Clock wires, drivers and flops:
(4 px per micron)
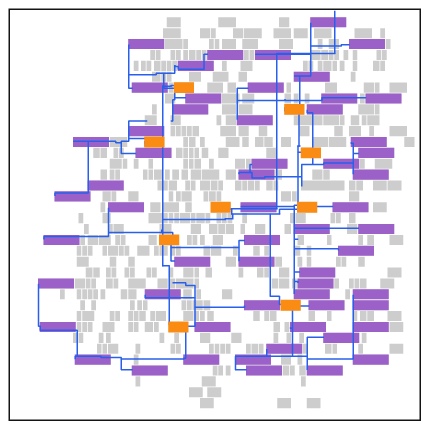
Metal layers overlaid:
(3 px per micron) Two of the layers only.
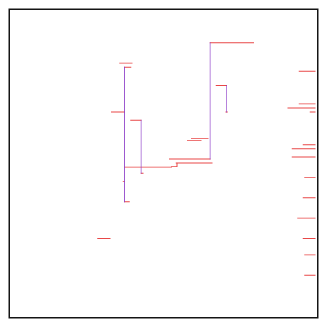
I/O pins on the die edge:
(4 px per micron) Pins as bars across the die edge, other pins in grey.
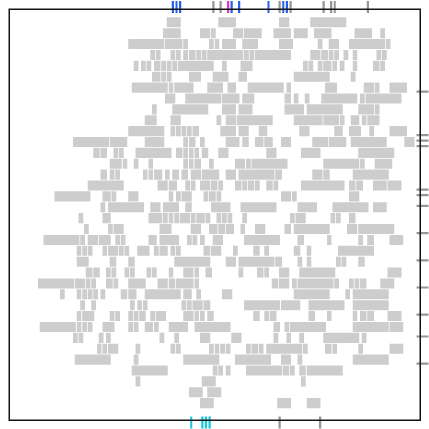
## src/rtl/mii_rx_pkg.sv

```systemverilog
// Shared definitions for the MII receive framer: FSM states and MII nibble codes.
package mii_rx_pkg;

  typedef enum logic [1:0] {
    IDLE,
    PRE,
    DATA,
    DROP
  } rx_state_e;

  localparam logic [3:0] PRE_NIB = 4'h5;
  localparam logic [3:0] SFD_NIB = 4'hD;

endpackage

```

## src/rtl/rx_stat_counter.sv

```systemverilog
// 8-bit wrapping event counter with increment enable.
module rx_stat_counter (
  input  logic       clk,
  input  logic       rst,
  input  logic       inc,
  output logic [7:0] count
);

  always_ff @(posedge clk or posedge rst) begin
    if (rst) begin
      count <= '0;
    end else if (inc) begin
      count <= count + 8'd1;
    end
  end

endmodule

```

## src/rtl/mii_rx_framer.sv

```systemverilog
// MII receive front-end: strips preamble/SFD, assembles nibbles into a registered
// byte stream with last/error marking, and counts good and bad frames.
module mii_rx_framer
  import mii_rx_pkg::*;
#(
  parameter int MIN_PRE   = 4,
  parameter int MAX_BYTES = 1522
) (
  input  logic       clk,
  input  logic       rst,
  input  logic       rx_ce,
  input  logic       mii_rx_dv,
  input  logic       mii_rx_er,
  input  logic [3:0] mii_rxd,
  output logic [7:0] m_data,
  output logic       m_valid,
  output logic       m_last,
  output logic       m_err,
  output logic [7:0] frames_ok,
  output logic [7:0] frames_bad
);

  localparam int CNT_W = $clog2(MAX_BYTES + 1);
  localparam int PRE_W = $clog2(MIN_PRE + 1);

  rx_state_e        state;
  logic [PRE_W-1:0] pre_cnt;
  logic [3:0]       nib_lo;
  logic             nib_half;
  logic [7:0]       hold_byte;
  logic             hold_full;
  logic [CNT_W-1:0] byte_cnt;
  logic             err_sticky;

  logic byte_done, overflow, frame_end;
  logic emit, emit_last, emit_err;
  logic inc_ok, inc_bad;

  // Emission is decided combinationally so the counters step on the same edge
  // that registers m_last.
  always_comb begin
    byte_done = 1'b0;
    frame_end = 1'b0;
    if (rx_ce && state == DATA) begin
      byte_done = mii_rx_dv && nib_half;
      frame_end = !mii_rx_dv && hold_full;
    end
    overflow  = byte_done && (byte_cnt == CNT_W'(MAX_BYTES));
    emit      = (byte_done && hold_full) || frame_end || overflow;
    emit_last = overflow || frame_end;
    emit_err  = overflow || (frame_end && (err_sticky || nib_half || mii_rx_er));
    inc_ok    = emit && emit_last && !emit_err;
    inc_bad   = emit && emit_last && emit_err;
  end

  always_ff @(posedge clk or posedge rst) begin
    if (rst) begin
      state      <= IDLE;
      pre_cnt    <= '0;
      nib_lo     <= '0;
      nib_half   <= 1'b0;
      hold_byte  <= '0;
      hold_full  <= 1'b0;
      byte_cnt   <= '0;
      err_sticky <= 1'b0;
      m_data     <= '0;
      m_valid    <= 1'b0;
      m_last     <= 1'b0;
      m_err      <= 1'b0;
    end else begin
      m_valid <= 1'b0;
      if (emit) begin
        m_valid <= 1'b1;
        m_data  <= hold_byte;
        m_last  <= emit_last;
        m_err   <= emit_err;
      end
      if (rx_ce) begin
        unique case (state)
          IDLE: begin
            if (mii_rx_dv) begin
              if (mii_rxd == PRE_NIB) begin
                state   <= PRE;
                pre_cnt <= PRE_W'(1);
              end else begin
                state <= DROP;
              end
            end
          end
          PRE: begin
            if (!mii_rx_dv) begin
              state <= IDLE;
            end else if (mii_rxd == PRE_NIB) begin
              if (pre_cnt < PRE_W'(MIN_PRE)) pre_cnt <= pre_cnt + PRE_W'(1);
            end else if (mii_rxd == SFD_NIB && pre_cnt >= PRE_W'(MIN_PRE)) begin
              state      <= DATA;
              nib_half   <= 1'b0;
              hold_full  <= 1'b0;
              byte_cnt   <= '0;
              err_sticky <= 1'b0;
            end else begin
              state <= DROP;
            end
          end
          DATA: begin
            if (overflow) begin
              state     <= DROP;
              hold_full <= 1'b0;
            end else if (!mii_rx_dv) begin
              state     <= IDLE;
              hold_full <= 1'b0;
              nib_half  <= 1'b0;
            end else begin
              if (mii_rx_er) err_sticky <= 1'b1;
              if (!nib_half) begin
                nib_lo   <= mii_rxd;
                nib_half <= 1'b1;
              end else begin
                hold_byte <= {mii_rxd, nib_lo};
                hold_full <= 1'b1;
                nib_half  <= 1'b0;
                byte_cnt  <= byte_cnt + CNT_W'(1);
              end
            end
          end
          DROP: begin
            if (!mii_rx_dv) state <= IDLE;
          end
          default: state <= IDLE;
        endcase
      end
    end
  end

  rx_stat_counter u_ok_cnt (
    .clk   (clk),
    .rst   (rst),
    .inc   (inc_ok),
    .count (frames_ok)
  );

  rx_stat_counter u_bad_cnt (
    .clk   (clk),
    .rst   (rst),
    .inc   (inc_bad),
    .count (frames_bad)
  );

endmodule
```

## config.mk

```make
export PLATFORM = sky130hd
export DESIGN_NAME = mii_rx_framer
export DESIGN_NICKNAME = d
export VERILOG_FILES = /design/src/rtl/mii_rx_pkg.sv /design/src/rtl/rx_stat_counter.sv /design/src/rtl/mii_rx_framer.sv
export SDC_FILE = /design/constraint.sdc
export NUM_CORES = 1
export LEC_CHECK = 0
export ABC_AREA = 1
export CAP_MARGIN = 10
export CORE_UTILIZATION = 30
export DETAILED_ROUTE_END_ITERATION = 6
export HOLD_SLACK_MARGIN = 0.08
export PLACE_DENSITY = 0.51
export SKIP_CTS_REPAIR_TIMING = 1
export SYNTH_ARGS = -nofsm -noshare
export SYNTH_HDL_FRONTEND = slang
export SYNTH_HIERARCHICAL = 1
export SYNTH_SLANG_ARGS = --single-unit
```

## constraint.sdc

```tcl
create_clock -name clk -period 2.11 [get_ports clk]
set_input_delay 0.5275 -clock clk [delete_from_list [all_inputs] [get_ports clk]]
set_output_delay 0.5275 -clock clk [all_outputs]
set_load 0.05 [all_outputs]
```

==> summary.json <==
{
  "fill_cells": {"value": 995},
  "wl_met2": {"value": 3.20, "unit": "mm"},
  "top_cell": {"value": "nand2_1"},
  "max_used_layer": {"value": "met4"},
  "edf_count": {"value": 0},
  "number_of_antenna_violations_at_the_first_check_in_global_routing": {"value": 0},
  "synth.logic.top_family": {"value": "simple AND/OR/NAND/NOR gates"},
  "hold_path_depth": {"value": 2},
  "number_of_buffers_created_by_cts": {"value": 9},
  "status": {"value": "finished clean"},
  "totalNegativeSetupSlack": {"value": 0, "unit": "ns"},
  "seq_cell_count": {"value": 58},
  "post-route-cell-area": {"value": 0.00403, "unit": "sq mm"},
  "regMostFlops": {"value": "byte_cnt"},
  "grt-ovfl-total": {"value": 0},
  "fp_util": {"value": 30.9, "unit": "%"},
  "post_place_worst_slack": {"value": -0.335, "unit": "ns"},
  "r2r_slack": {"value": 0.16, "unit": "ns"},
  "finalCritPeriodShare": {"value": 96.9, "unit": "%"},
  "finalWorstSetupSlack": {"value": 0.0652, "unit": "ns"},
  "dr.first_iter.drc_count": {"value": 103},
  "core": {"value": 0.00977, "unit": "sq mm"},
  "synth.yosys.warnings": {"value": 6},
  "worst-endpoint-arrival": {"value": 1.52, "unit": "ns"},
  "seq-cell-share": {"value": 36.0, "unit": "%"},
  "worst_slew_pin_slew": {"value": 0.510, "unit": "ns"},
  "top_area_cell_class": {"value": "registers"},
  "grt.met1_usage": {"value": 18.5, "unit": "%"},
  "n_antenna_cell": {"value": 0},
  "slew_viol_final": {"value": 0},
  "met3_wirelength": {"value": 157, "unit": "microns"},
  "hp-start": {"value": "hold_byte[3]"},
  "post-place-cells": {"value": 589},
  "capturing_point_of_the_worst_reg2reg_path": {"value": "u_ok_cnt/count[7]"},
  "synth-cells-yosys": {"value": 387},
  "vias_per_cell": {"value": 4.39},
  "placedInstanceArea": {"value": 0.00381, "unit": "sq mm"},
  "worst_hold_path_type": {"value": "reg2reg"},
  "layout.core_utilization": {"value": 41.3, "unit": "%"},
  "reg2reg_depth": {"value": 13},
  "drv.max_cap_violation_count": {"value": 0},
  "power_leakage": {"value": 0.00219, "unit": "uW"},
  "tally_of_non_filler_cells_in_the_final_layout": {"value": 605},
  "buffers_excl_clock": {"value": 75},
  "min_delay_worst_endpoint": {"value": "m_data[3]"},
  "critical_path.startpoint": {"value": "u_bad_cnt/count[7]"},
  "postSynthCellCount": {"value": 387},
  "detail_route.first_pass.iterations": {"value": 4},
  "area_growth_syn_to_layout": {"value": 33.5, "unit": "%"},
  "report.power.total": {"value": 3460, "unit": "uW"},
  "power.ir.vdd_worst": {"value": 0.463, "unit": "mV"},
  "cts_root_buf": {"value": "clkbuf_8"},
  "nWellTaps": {"value": 133},
  "worst_path_max_delay_cell": {"value": "clkdlybuf4s50_1"},
  "clock-sinks": {"value": 58},
  "synth-area-yosys": {"value": 0.00302, "unit": "sq mm"},
  "final_layout_size_suffix_gt1_share": {"value": 18.6, "unit": "%"},
  "inverters_excl_clock": {"value": 42},
  "maximum_number_of_pins_on_one_net_before_global_route_repair": {"value": 43},
  "gr-usage-met3": {"value": 2.53, "unit": "%"},
  "worst_r2r_startpoint": {"value": "byte_cnt[0]"},
  "setup-violations-final": {"value": 0},
  "synth.cell_area": {"value": 0.00302, "unit": "sq mm"},
  "num_rows": {"value": 36},
  "postSynthAreaPerCell": {"value": 7.81, "unit": "sq um"},
  "worstSetupPathDepth": {"value": 1},
  "layout.nets": {"value": 481},
  "dp_hpwl": {"value": 5.10, "unit": "mm"},
  "i_o_pin_count": {"value": 36},
  "synthesis.nets": {"value": 401},
  "rsz0062_at_grt": {"value": "yes"},
  "timing.critical_path.slowest_cell_delay": {"value": 0.81, "unit": "ns"},
  "power_density": {"value": 859, "unit": "mW/mm^2"},
  "synth_cell_type_count": {"value": 28},
  "data_path_buffer_share_of_cell_area_in_the_final_layout": {"value": 16.8, "unit": "%"},
  "cts.clk_slew.worst_paths": {"value": 0.07, "unit": "ns"},
  "clkbuf_count": {"value": 9},
  "worst-setup-path-type": {"value": "reg2out"},
  "grt_use_met2": {"value": 23.5, "unit": "%"},
  "chip_area": {"value": 0.0105, "unit": "sq mm"},
  "cpLargestDelayFamily": {"value": "buffers and inverters"},
  "cts_buffer_depth": {"value": 2},
  "fraction_of_area_in_multi_input_gates": {"value": 34.4, "unit": "%"}
}
## Picture notes: 'clock wires, drivers and flops'
legend:
  flip-flops:
    colour: purple
    count: 58
  clock wires:
    colour: blue
    length: 874 microns
  clock drivers:
    colour: orange
    count: 9
routed clock nets: 10
flops lie: widely spread
skew final: 0.0119 ns
clock power share: 29.5%
clock group total power: 1020 uW

## Picture notes: 'metal layers overlaid'
legend:
  metal 3:
    colour: red
    wire_length: 158 microns
  metal 4:
    colour: purple
    wire_length: 110 microns
Tot GR Track Use: 14.6%
vias: 2658
routed length per placed instance: 11.5 microns
total wire length: 6.98 mm

## Picture notes: 'I/O pins on the die edge'
legend:
  `mii_rxd`:
    colour: cyan
    pins: 4
    direction: input
    edge: bottom
  `frames_ok`:
    colour: blue
    pins: 8
    direction: output
    edge: top
  `mii_rx_dv`:
    colour: magenta
    pins: 1
    direction: input
    edge: top
all pins by edge: 17 top, 13 right, 6 bottom
Die Span X: 102 microns
DIE HEIGHT: 102 microns
Port Buffers: 35

==> cells in the final DEF (no fill, tap or decap), types with 2 or more instances in the layout <==
cell	count
nand2_1	141
dfrtp_1	58
buf_4	43
inv_1	38
nor2_1	28
nand3_1	28
clkdlybuf4s50_1	21
o21ai_0	18
xor2_1	11
dlymetal6s2s_1	10
clkbuf_8	9
nand4_1	8
nor3_1	7
nand2_2	7
nor2_4	6
nor2_2	5
ha_1	5
inv_2	4
nand3b_1	4
a21oi_1	3
clkinv_2	3
nand3_2	2
clkinv_4	2
mux2_2	2
==> report_power, final <==
group | switching (uW) | internal, uW | leakage (uW) | total, uW
combinational | 604 | 352 | 0.00132 | 957
sequential | 149 | 1340 | 0.000765 | 1480
clock | 480 | 542 | 0.0000990 | 1020
total | 1230 | 2230 | 0.00219 | 3460
Power is estimated from default activity; no workload was simulated.
